--- src/rtl/uart_tx_frm.sv ---
// UART frame transmitter with input FIFO: start bit, DW data bits, optional even parity, STOP stop bits.
// Build option: define UART_TX_PARITY_EN to send a parity bit between the data and stop bits.
module uart_tx_frm #(
  parameter int DW        = 8,
  parameter int DEPTH     = 4,
  parameter int DIV       = 868,
  parameter int MSB_FIRST = 1,
  parameter int STOP      = 1
) (
  input  logic                   clk_sys,
  input  logic                   rst,
  input  logic [DW-1:0]          tx_data,
  input  logic                   tx_vld,
  output logic                   tx_rdy,
  output logic                   uart_tx,
  output logic                   busy,
  output logic [$clog2(DEPTH):0] fifo_cnt
);

  // state | meaning
  // IDLE  | line high, waiting for a word in the FIFO
  // START | start bit (low)
  // DATA  | DW data bits from the shift register
  // PAR   | even parity bit (only with UART_TX_PARITY_EN)
  // STOP  | STOP stop bits (high); pops the next word at the end if one is queued

  localparam int AW = $clog2(DEPTH);
  localparam int CW = $clog2(DIV);
  localparam int BW = $clog2(DW);
  localparam logic [CW-1:0] BAUD_LAST = CW'(DIV - 1);
  localparam logic [BW-1:0] BIT_LAST  = BW'(DW - 1);
  localparam logic [BW-1:0] STOP_LAST = BW'(STOP - 1);

`ifdef UART_TX_PARITY_EN
  typedef enum logic [2:0] {
    S_IDLE  = 3'd0,
    S_START = 3'd1,
    S_DATA  = 3'd2,
    S_PAR   = 3'd3,
    S_STOP  = 3'd4
  } state_t;
`else
  typedef enum logic [2:0] {
    S_IDLE  = 3'd0,
    S_START = 3'd1,
    S_DATA  = 3'd2,
    S_STOP  = 3'd4
  } state_t;
`endif

  logic [DW-1:0] mem [DEPTH];
  logic [AW:0]   wr_ptr;
  logic [AW:0]   rd_ptr;
  logic          empty;
  logic          full;
  logic          push;
  logic          pop;
  logic [DW-1:0] head;

  state_t        state;
  logic [CW-1:0] baud_cnt;
  logic [BW-1:0] bit_cnt;
  logic [DW-1:0] shreg;
  logic          baud_end;
  logic          frame_done;
  logic          cur_bit;
  logic          line_val;
`ifdef UART_TX_PARITY_EN
  logic          par_bit;
`endif

  assign empty    = (wr_ptr == rd_ptr);
  assign full     = (wr_ptr == {~rd_ptr[AW], rd_ptr[AW-1:0]});
  assign tx_rdy   = !full;
  assign fifo_cnt = wr_ptr - rd_ptr;
  assign head     = mem[rd_ptr[AW-1:0]];
  assign push     = tx_vld && !full && !rst;

  assign baud_end   = (baud_cnt == BAUD_LAST);
  assign frame_done = (state == S_STOP) && baud_end && (bit_cnt == STOP_LAST);
  assign pop        = !rst && !empty && ((state == S_IDLE) || frame_done);
  assign busy       = (state != S_IDLE) || !empty;
  assign cur_bit    = (MSB_FIRST != 0) ? shreg[DW-1] : shreg[0];

  always_ff @(posedge clk_sys) begin
    if (push) begin
      mem[wr_ptr[AW-1:0]] <= tx_data;
    end
  end

  always_ff @(posedge clk_sys) begin
    if (rst) begin
      wr_ptr <= '0;
      rd_ptr <= '0;
    end else begin
      if (push) wr_ptr <= wr_ptr + 1'b1;
      if (pop)  rd_ptr <= rd_ptr + 1'b1;
    end
  end

  always_comb begin
    line_val = 1'b1;
    case (state)
      S_START: line_val = 1'b0;
      S_DATA:  line_val = cur_bit;
`ifdef UART_TX_PARITY_EN
      S_PAR:   line_val = par_bit;
`endif
      default: line_val = 1'b1;
    endcase
  end

  // uart_tx lags the state by one cycle, so the line goes low the edge after the pop
  always_ff @(posedge clk_sys) begin
    if (rst) begin
      state    <= S_IDLE;
      baud_cnt <= '0;
      bit_cnt  <= '0;
      shreg    <= '0;
      uart_tx  <= 1'b1;
`ifdef UART_TX_PARITY_EN
      par_bit  <= 1'b0;
`endif
    end else begin
      uart_tx <= line_val;
      if (pop) begin
        shreg <= head;
`ifdef UART_TX_PARITY_EN
        par_bit <= ^head;
`endif
      end
      case (state)
        S_IDLE: begin
          baud_cnt <= '0;
          bit_cnt  <= '0;
          if (!empty) state <= S_START;
        end
        S_START: begin
          if (baud_end) begin
            baud_cnt <= '0;
            bit_cnt  <= '0;
            state    <= S_DATA;
          end else begin
            baud_cnt <= baud_cnt + 1'b1;
          end
        end
        S_DATA: begin
          if (baud_end) begin
            baud_cnt <= '0;
            if (MSB_FIRST != 0) shreg <= {shreg[DW-2:0], 1'b0};
            else                shreg <= {1'b0, shreg[DW-1:1]};
            if (bit_cnt == BIT_LAST) begin
              bit_cnt <= '0;
`ifdef UART_TX_PARITY_EN
              state   <= S_PAR;
`else
              state   <= S_STOP;
`endif
            end else begin
              bit_cnt <= bit_cnt + 1'b1;
            end
          end else begin
            baud_cnt <= baud_cnt + 1'b1;
          end
        end
`ifdef UART_TX_PARITY_EN
        S_PAR: begin
          if (baud_end) begin
            baud_cnt <= '0;
            bit_cnt  <= '0;
            state    <= S_STOP;
          end else begin
            baud_cnt <= baud_cnt + 1'b1;
          end
        end
`endif
        S_STOP: begin
          if (baud_end) begin
            baud_cnt <= '0;
            if (bit_cnt == STOP_LAST) begin
              bit_cnt <= '0;
              state   <= empty ? S_IDLE : S_START;
            end else begin
              bit_cnt <= bit_cnt + 1'b1;
            end
          end else begin
            baud_cnt <= baud_cnt + 1'b1;
          end
        end
        default: begin
          state    <= S_IDLE;
          baud_cnt <= '0;
          bit_cnt  <= '0;
        end
      endcase
    end
  end

endmodule

--- config.mk ---
export PLATFORM = sky130hd
export DESIGN_NAME = uart_tx_frm
export DESIGN_NICKNAME = d
export VERILOG_FILES = /design/src/rtl/uart_tx_frm.sv
export SDC_FILE = /design/constraint.sdc
export NUM_CORES = 1
export LEC_CHECK = 0
export CAP_MARGIN = 20
export CORE_UTILIZATION = 58
export DETAILED_ROUTE_END_ITERATION = 12
export MAX_ROUTING_LAYER = met4
export PLACE_DENSITY_LB_ADDON = 0.12
export SYNTH_ARGS = -nofsm -noshare
export SYNTH_HDL_FRONTEND = slang
export SYNTH_SLANG_ARGS = --single-unit
--- constraint.sdc ---
create_clock -name clk_sys -period 2.7 [get_ports clk_sys]
set_clock_uncertainty 0.15 [all_clocks]
set_input_delay 0.405 -clock clk_sys [delete_from_list [all_inputs] [get_ports clk_sys]]
set_output_delay 0.405 -clock clk_sys [all_outputs]
set_load 0.01 [all_outputs]
### Track usage over the die

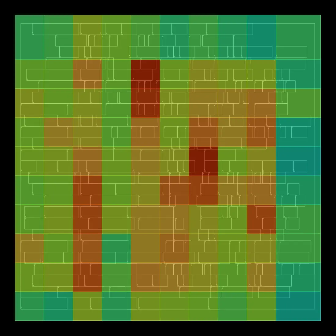
routed length per placed instance: 14.2 um
Global Route Usage Sum: 21.2%
met2 track demand over resource: 33.4%

### Clock distribution

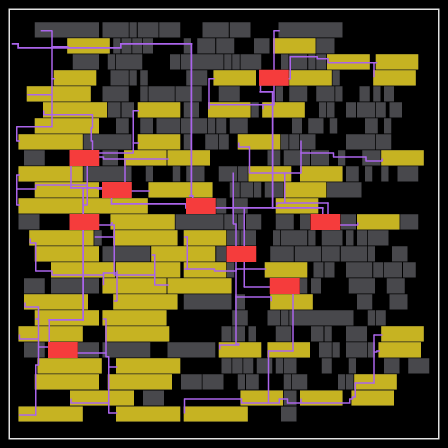
purple -> clock wires  # length 696 um
yellow -> flip-flops  # count 65
red -> clock drivers  # count 9
flops lie = spread over the die

### Cell area per tile

7 x 7 tiles, from dark blue (low) to red (high), 0 to 100% covered.
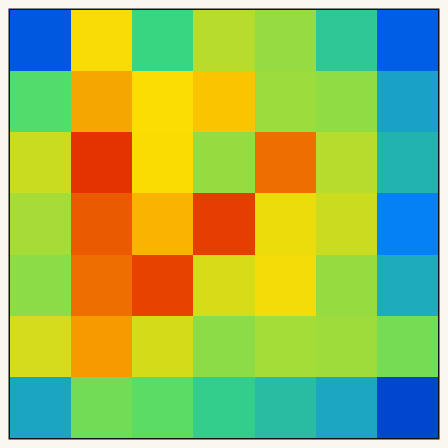
fullest tile = 94%
mean over tiles = 61%
tiles over 75% full = 20%

### Gate families picked out

Bar = 20 um.
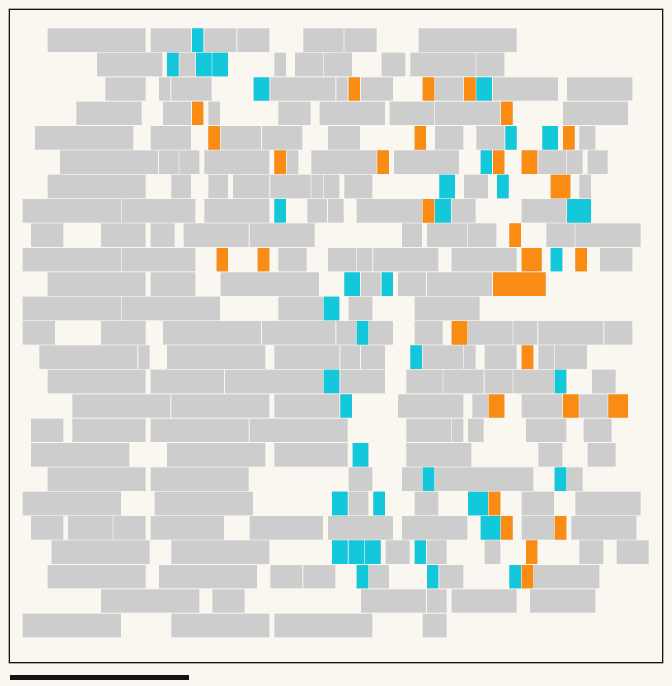
cyan -> nand cells  # cells 37
orange -> nor cells  # cells 30

### Wiring by layer

Bar = 20 um.
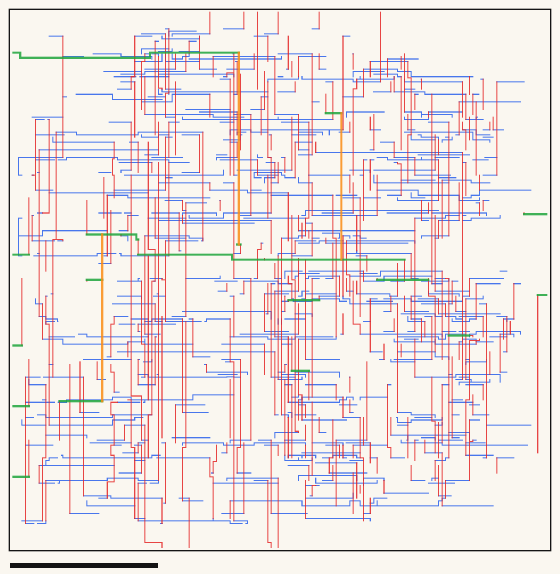
red -> metal 2  # wire length 2260 um
blue -> metal 1  # wire length 2230 um
orange -> metal 4  # wire length 68.0 um
green -> metal 3  # wire length 114 um

==> impl_metrics.py <==
# Physical implementation metrics
metrics = {
    "placed_design": {
        "placement.setup.worst_slack_ns": 0.318,
        "finalWeightedCongestion": 0.759,
        "dpl_cell_area_um2": 3070,
        "portBuffers": 16,
    },
    "final_layout": {
        "drive_gt1_share_pct": 15.3,
        "layout_top_cells": "sky130_fd_sc_hd__dfxtp_1 (33), sky130_fd_sc_hd__edfxtp_1 (32), sky130_fd_sc_hd__nor2_1 (22), sky130_fd_sc_hd__nand2_1 (19)",
        "num-fill-cells": 357,
        "n_antenna_cell": 0,
        "top_layout_cell": "sky130_fd_sc_hd__dfxtp_1",
        "syn_to_final_growth_pct": 14.3,
    },
    "worst_setup_path": {
        "crit_top_cell": "sky130_fd_sc_hd__inv_1",
        "critical_path.endpoint": "fifo_cnt[1]",
        "r2r-start": "bit_cnt[0]$_SDFFE_PP0P_",
        "crit_path_cell_trace": "inv_1 -> ha_1 -> fa_1 -> inv_1 -> clkdlybuf4s50_1",
        "first_element_of_the_critical_path": "wr_ptr[0]$_SDFFE_PP0P_",
        "max_fanout_on_critical_path": 4,
        "end_kind": "output pin",
        "timing.critical_path.buf_inv": 3,
        "ff2ff_path_depth": 7,
        "timing.critical_path.required_ns": 2.14,
        "worst_path_dominant_cell_family": "buffers and inverters",
        "rrSetupSlack_ns": 0.28,
    },
    "synthesis": {
        "yosys-top-cells-area": "sky130_fd_sc_hd__edfxtp_1 (33%), sky130_fd_sc_hd__dfxtp_1 (23%), sky130_fd_sc_hd__mux4_2 (6.2%)",
        "synthesis.area_per_instance_um2": 12.1,
        "synth-async-reset-ratio_pct": 0,
        "synth-edff-count": 32,
        "synth.cells.most_frequent": "sky130_fd_sc_hd__dfxtp_1 (33), sky130_fd_sc_hd__edfxtp_1 (32), sky130_fd_sc_hd__nor2_1 (22)",
        "postSynthCellCount": 239,
        "ys_seq_elements": 65,
        "synth_top_cell_by_area": "sky130_fd_sc_hd__edfxtp_1",
        "yosys_cells": 239,
        "yosys-stat-area_um2": 2900,
        "floorplan.nets": 262,
        "yosys_most_used_dff": "sky130_fd_sc_hd__dfxtp_1",
        "synth.lib_cells_used.distinct": 49,
    },
    "pwr": {
        "comb-power_w": 0.000754,
        "vdd_ir_drop_max_v": 0.000577,
        "power.group.top": "sequential cells",
        "sequentialPowerShare_pct": 41.9,
        "clockPowerShare_pct": 32.8,
        "pg_clk_w": 0.000980,
        "sequential_power_w": 0.00125,
        "sw_power_w": 0.000847,
    },
    "routing": {
        "drt_pre_antenna_iters": 4,
        "post_drt_via_cell_ratio": 5.32,
        "dr_wl_met2_um": 2260,
        "postRouteAntennaNets": 0,
        "met3WireLength_um": 113,
        "met1_length_um": 2230,
        "detailed_route_iter0_violations": 62,
        "routed-via-count": 1751,
        "drcViolationCount": 0,
        "postRouteWirelength_um": 4680,
    },
    "final_timing": {
        "worst_slew_margin_rel_pct": 65.2,
        "finalSetupViolations": 0,
        "timing.final.crit_period_ns": 2.57,
        "postLayoutSetupSlackWorst_ns": 0.126,
        "drv_slew": 0,
        "max_frequency_ghz": 0.389,
        "final.period_utilization_pct": 95.3,
        "grt_setup_unrepaired": "no",
        "whs_ns": 0.321,
        "final_total_negative_setup_slack_ns": 0,
    },
    "clocking": {
        "clk_root_buffer_cell": "sky130_fd_sc_hd__clkbuf_8",
        "clock_sink_count": 65,
        "clock_tree.buffer_depth": 2,
        "cts_made_buffers": 9,
        "path_clk_slew_ns": 0.07,
        "clock_insertion_delay_worst_skew_ns": 0.33,
    },
    "status": {
        "status": "complete, no violations",
    },
    "min_path": {
        "hold_sp": "shreg[7]$_SDFF_PP0_",
        "hold_depth": 2,
    },
    "global_routing": {
        "global_route_wire_length_before_repair_um": 7940,
        "gr_met1_demand_resource_pct": 26.2,
        "gr-max-usage-layer": "met2",
        "antenna_found_initial": 0,
        "first_global_vias": 1686,
        "grt_max_degree": 24,
    },
    "floorplanning": {
        "area_of_the_core_um2": 4750,
        "floorplan.die.height_um": 72.7,
        "std_cell_rows": 25,
        "initial_utilization_pct": 61.0,
        "chipArea_um2": 5290,
    },
    "job": {
        "number_of_warnings_in_the_stage_logs": 31,
    },
}
-- logic make-up after synthesis --
group / after synthesis / share of synthesized area, %
buffers and inverters: 21 / 4.44
and+or+nand+nor: 85 / 15.5
adders and majority gates: 12 / 5.43
muxes: 12 / 7.68
AOI/OAI and AO/OA: 31 / 7.16
xor gates and xnor gates: 13 / 3.92
DFF: 65 / 55.9
-- timing repair --
item,CTS,global route
buffers inserted,0,0
endpoints found under the setup margin,0,1
resized,0,1
hold buffers,0,0
-- final cells by class --
cell class | count | area, um^2 | share of cell area (%)
tap | 67 | 83.8 | 2.53
clock buffer | 9 | 124 | 3.73
timing repair buffer | 19 | 185 | 5.58
inverter | 9 | 33.8 | 1.02
multi-input combinational | 153 | 1150 | 34.7
clock inverter | 7 | 118 | 3.55
sequential | 65 | 1620 | 48.9
No activity file was given, so power comes from the tool's default toggle rates.
